[config.mk]
export PLATFORM = sky130hd
export DESIGN_NAME = polyphase_interp_filt
export DESIGN_NICKNAME = d
export VERILOG_FILES = /design/src/rtl/polyphase_interp_filt.sv
export SDC_FILE = /design/constraint.sdc
export NUM_CORES = 2
export LEC_CHECK = 0
export ABC_AREA = 1
export CORE_UTILIZATION = 25
export CTS_BUF_LIST = sky130_fd_sc_hd__clkbuf_8
export DETAILED_ROUTE_END_ITERATION = 10
export SLEW_MARGIN = 15
export SYNTH_ARGS = -nofsm -noshare
export SYNTH_HDL_FRONTEND = slang
export SYNTH_SLANG_ARGS = --single-unit
[constraint.sdc]
create_clock -name clk -period 11.3 [get_ports clk]
set_input_delay 2.26 -clock clk [delete_from_list [all_inputs] [get_ports clk]]
set_output_delay 2.26 -clock clk [all_outputs]
set_load 0.01 [all_outputs]
[src/rtl/polyphase_interp_filt.sv]
// Polyphase interpolation FIR: one sample in, INTERP_FACTOR filtered samples out.
// Optional build macro INTERP_FILT_SAT_EN: saturate on narrowing instead of wrap.
//
// Ports:
//   clk, rst_n              clock, async active-low reset
//   in_data/valid/ready     input sample stream (signed)
//   out_data/valid/ready    output sample stream (signed)
//   out_phase               polyphase branch of the current out_data
//   tap_coeffs              prototype taps h[j] at bits [j*TAP_COEFF_WIDTH +: TAP_COEFF_WIDTH]
module polyphase_interp_filt #(
    parameter int DATA_WIDTH      = 16,
    parameter int TAP_COEFF_WIDTH = 16,
    parameter int TAPS_PER_PHASE  = 4,
    parameter int INTERP_FACTOR   = 4,
    parameter int OUT_SHIFT       = 15
) (
    input  logic                                 clk,
    input  logic                                 rst_n,
    input  logic [DATA_WIDTH-1:0]                in_data,
    input  logic                                 in_valid,
    output logic                                 in_ready,
    output logic [DATA_WIDTH-1:0]                out_data,
    output logic                                 out_valid,
    input  logic                                 out_ready,
    output logic [$clog2(INTERP_FACTOR)-1:0]     out_phase,
    input  logic [TAP_COEFF_WIDTH*TAPS_PER_PHASE*INTERP_FACTOR-1:0] tap_coeffs
);

    localparam int PW = $clog2(INTERP_FACTOR);
    localparam int AW = DATA_WIDTH + TAP_COEFF_WIDTH + $clog2(TAPS_PER_PHASE);
    localparam logic [PW-1:0] LAST = PW'(INTERP_FACTOR - 1);

    logic [DATA_WIDTH-1:0]  r_x [TAPS_PER_PHASE];
    logic [DATA_WIDTH-1:0]  r_data;
    logic                   r_valid;
    logic [PW-1:0]          r_phase;

    logic [DATA_WIDTH-1:0]  w_x [TAPS_PER_PHASE];
    logic                   w_in_hs;
    logic                   w_out_hs;
    logic [PW-1:0]          w_ph;
    logic signed [AW-1:0]   w_acc;
    logic signed [AW:0]     w_rnd;
    logic signed [AW:0]     w_shf;
    logic [DATA_WIDTH-1:0]  w_res;

    assign in_ready  = !r_valid || (out_ready && r_phase == LAST);
    assign w_in_hs   = in_valid && in_ready;
    assign w_out_hs  = r_valid && out_ready;
    assign out_data  = r_data;
    assign out_valid = r_valid;
    assign out_phase = r_phase;

    // Line the next result is computed from: shifted on input, else as held.
    always_comb begin
        w_x[0] = w_in_hs ? in_data : r_x[0];
        for (int k = 1; k < TAPS_PER_PHASE; k++) begin
            w_x[k] = w_in_hs ? r_x[k-1] : r_x[k];
        end
    end

    assign w_ph = w_in_hs ? '0 : r_phase + 1'b1;

    always_comb begin
        w_acc = '0;
        for (int k = 0; k < TAPS_PER_PHASE; k++) begin
            w_acc = w_acc
                + AW'($signed(tap_coeffs[(k * INTERP_FACTOR + int'(w_ph))
                                         * TAP_COEFF_WIDTH +: TAP_COEFF_WIDTH]))
                * AW'($signed(w_x[k]));
        end
    end

    // One guard bit keeps the rounding add from overflowing the accumulator.
    generate
        if (OUT_SHIFT > 0) begin : g_rnd
            localparam logic signed [AW:0] RND = (AW+1)'(1) <<< (OUT_SHIFT - 1);
            assign w_rnd = (AW+1)'(w_acc) + RND;
        end else begin : g_nornd
            assign w_rnd = (AW+1)'(w_acc);
        end
    endgenerate

    assign w_shf = w_rnd >>> OUT_SHIFT;

`ifdef INTERP_FILT_SAT_EN
    localparam logic signed [AW:0] MAXV =
        (AW+1)'((64'sd1 <<< (DATA_WIDTH - 1)) - 64'sd1);
    localparam logic signed [AW:0] MINV = -MAXV - (AW+1)'(1);

    always_comb begin
        if (w_shf > MAXV)      w_res = DATA_WIDTH'(MAXV);
        else if (w_shf < MINV) w_res = DATA_WIDTH'(MINV);
        else                   w_res = DATA_WIDTH'(w_shf);
    end
`else
    assign w_res = DATA_WIDTH'(w_shf);
`endif

    always_ff @(posedge clk or negedge rst_n) begin
        if (!rst_n) begin
            r_valid <= 1'b0;
            r_phase <= '0;
            r_data  <= '0;
            for (int k = 0; k < TAPS_PER_PHASE; k++) begin
                r_x[k] <= '0;
            end
        end else begin
            for (int k = 0; k < TAPS_PER_PHASE; k++) begin
                r_x[k] <= w_x[k];
            end
            if (w_in_hs) begin
                r_valid <= 1'b1;
                r_phase <= '0;
                r_data  <= w_res;
            end else if (w_out_hs) begin
                // Phase stays at LAST when draining; only a new sample wraps it.
                if (r_phase == LAST) begin
                    r_valid <= 1'b0;
                end else begin
                    r_phase <= w_ph;
                    r_data  <= w_res;
                end
            end
        end
    end

endmodule
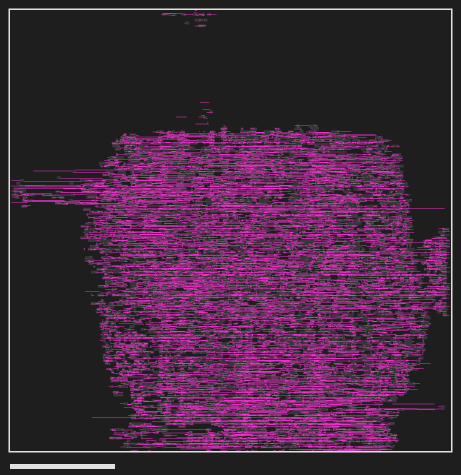
(signal wires on met1)
Bar = 100 um. Cells faint in the background.
share of all routed wire: 42%
wire length on this layer: 69.6 mm
nets with wire on the layer: 7109
routed vias: 36197
routed wire length: 166 mm
grt met1 use: 25.7%

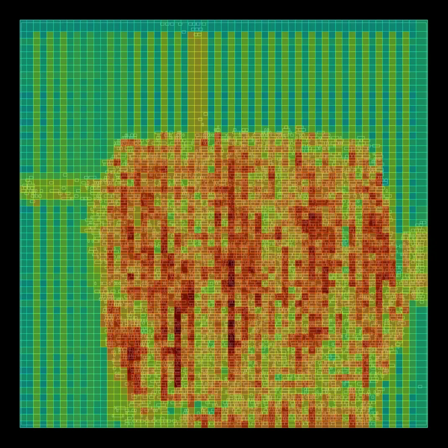
(congestion heat map)
grt met2 use: 31.7%
WL/cell: 20.0 um
global route hottest layer: met2
met3 GRT Util: 3.10%
Core Util, Final: 32.1%

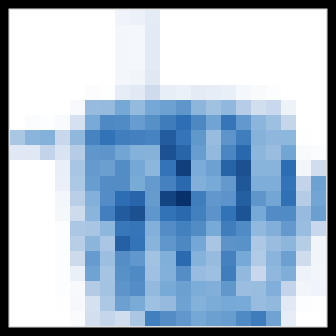
(wire density map)
21 x 21 tiles, from white (low) to dark blue (high), scaled to the fullest tile. Values are wire area over tile area, all layers added.
tiles over half the peak: 29%
emptiest ninth of the die: top left
nearly empty tiles: 36%
densest ninth of the die: middle
global-route usage over all layers: 19.3%

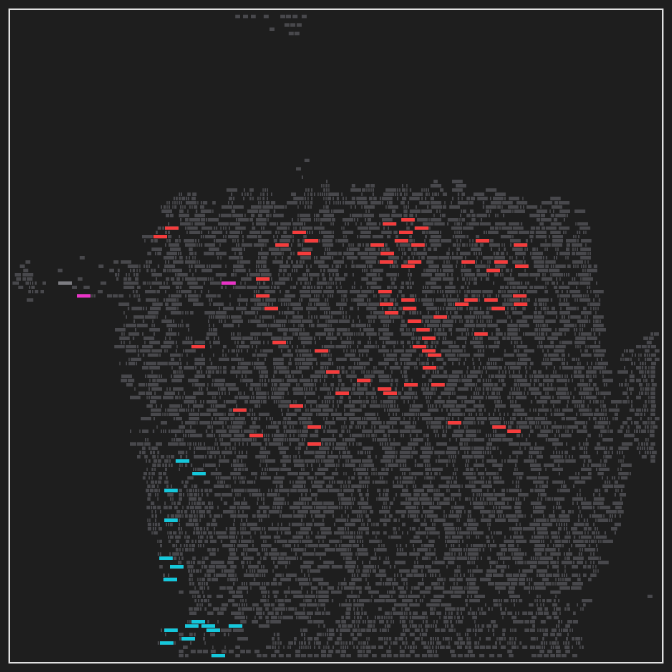
(sequential cells grouped by signal name)
Other sequential cells in the stronger grey, the rest of the logic in the fainter grey.
legend:
  red:
    netlist_name: r_x
    flops: 64
  cyan:
    netlist_name: out_data
    flops: 16
    where: bottom left
  magenta:
    netlist_name: out_phase
    flops: 2
not coloured: 1
register area: 2080 um2

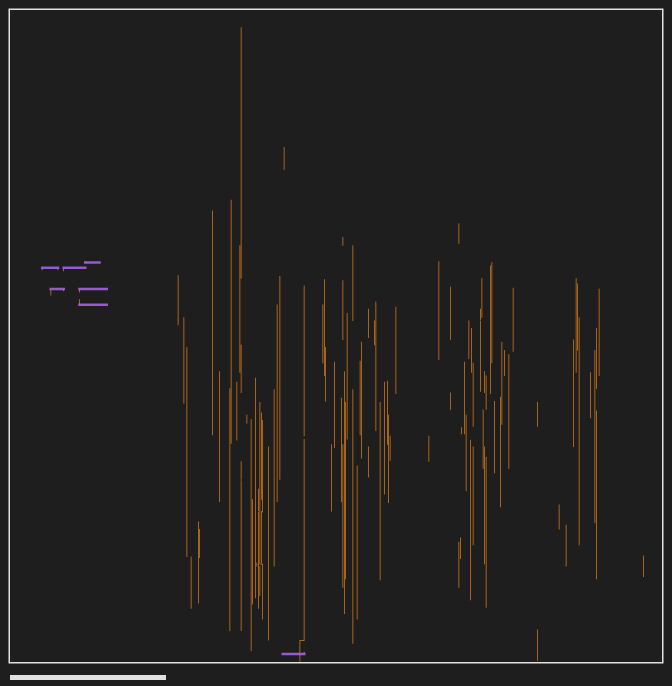
(metal layers overlaid)
Bar = 100 um. Only two layers are drawn.
legend:
  purple:
    layer: M5
    wire_length: 90.2 um
  orange:
    layer: M4
    wire_length: 6570 um

==> results.txt <==
yosys + openroad results -> setup TNS 0 ps, DRT Pass-1 Iters 5, flip-flops with a built-in enable 0, DRT antenna net count 0, clk latency late pin 520 ps, Crit Path Category in -> reg, antenna violations before repair 12, DIE AREA 176000 um2, DRC Markers 0, Yosys Chip Area 43500 um2, unrepaired setup endpoints after global routing no, Main synth FF type dfrtp_1, layout cells sized above 1 between 10% and 20%, Worst R2R Path Depth 45, xor/xnor share 0.786%, Yosys Instances 5141, Synth Warn # 0, grt ovf 0, most instantiated logic cells after routing inv_1, fa_1, nand2_1, Placed Cells between 8000 and 9000, CTS tree yes, CORE AREA 172000 um2, Syn-to-layout area delta 27.3%, Synth Area per Inst 8.45 um2, CP Capture Point out_data[9]$_DFFE_PN0P_, Worst path max stage delay 610 ps, Synth mux share 0%, Post-Synth Adder-Cell Area 61.5%, Clock Skews 47.7 ps, critical path fanouts, max 6, outcome finished, final reports clean, Final WS setup slightly above 500 ps, startpoint types input port, fin. max-slew vios 0, largest net degree at the start of global routing 51
[registers in the layout, indices dropped and copies added (netlist names)]
register	flops
r_x	64
out_data	16
out_phase	2
out_valid	1
[area by class of cell]
| class | instances | area [um2] |
|---|---|---|
| Clock inverter | 7 | 106 |
| Antenna cell | 3 | 7.51 |
| Timing Repair Buffer | 949 | 9030 |
| Multi-Input combinational cell | 3393 | 35300 |
| Tap cell | 2310 | 2890 |
| Clock buffer | 9 | 124 |
| Fill cell | 17976 | 117000 |
| Inverter | 1535 | 5810 |
| Sequential cell | 83 | 2080 |
[critical path: cells and delay by family]
| kind | cells | cell delay (ps) |
|---|---|---|
| compound gates | 3 | 310 |
| xor+xnor | 1 | 140 |
| simple gates | 17 | 1540 |
| buf+inv | 13 | 1430 |
| fa+ha+maj | 11 | 5400 |
[repair_timing]
item / 4_1_cts / 5_1_grt
setup endpoints to repair: 1 / 16
gates cloned: 0 / 5
buffers inserted: 0 / 9
gates resized: 1 / 86
pin swaps: 0 / 13
[synth_stat cells (17+ instances only)]
cell / instances / area, um2
ha_1: 237 / 2970
a21oi_1: 28 / 140
nand3_1: 166 / 831
o21ai_1: 19 / 95.1
o21ai_0: 45 / 225
clkbuf_1: 72 / 270
o22ai_1: 19 / 119
nor2_1: 595 / 2230
inv_1: 1499 / 5630
xnor2_1: 20 / 175
nand2_1: 970 / 3640
buf_2: 40 / 200
dfrtp_1: 83 / 2080
xor2_1: 19 / 166
clkinv_1: 28 / 105
fa_1: 1188 / 23800
o21ai_2: 17 / 149
[layer usage]
layer,track usage (%),vias up
met5,0,-
met4,6.79,14
met3,3.10,249
met2,31.7,1276
met1,25.7,18554
li1,-,16104
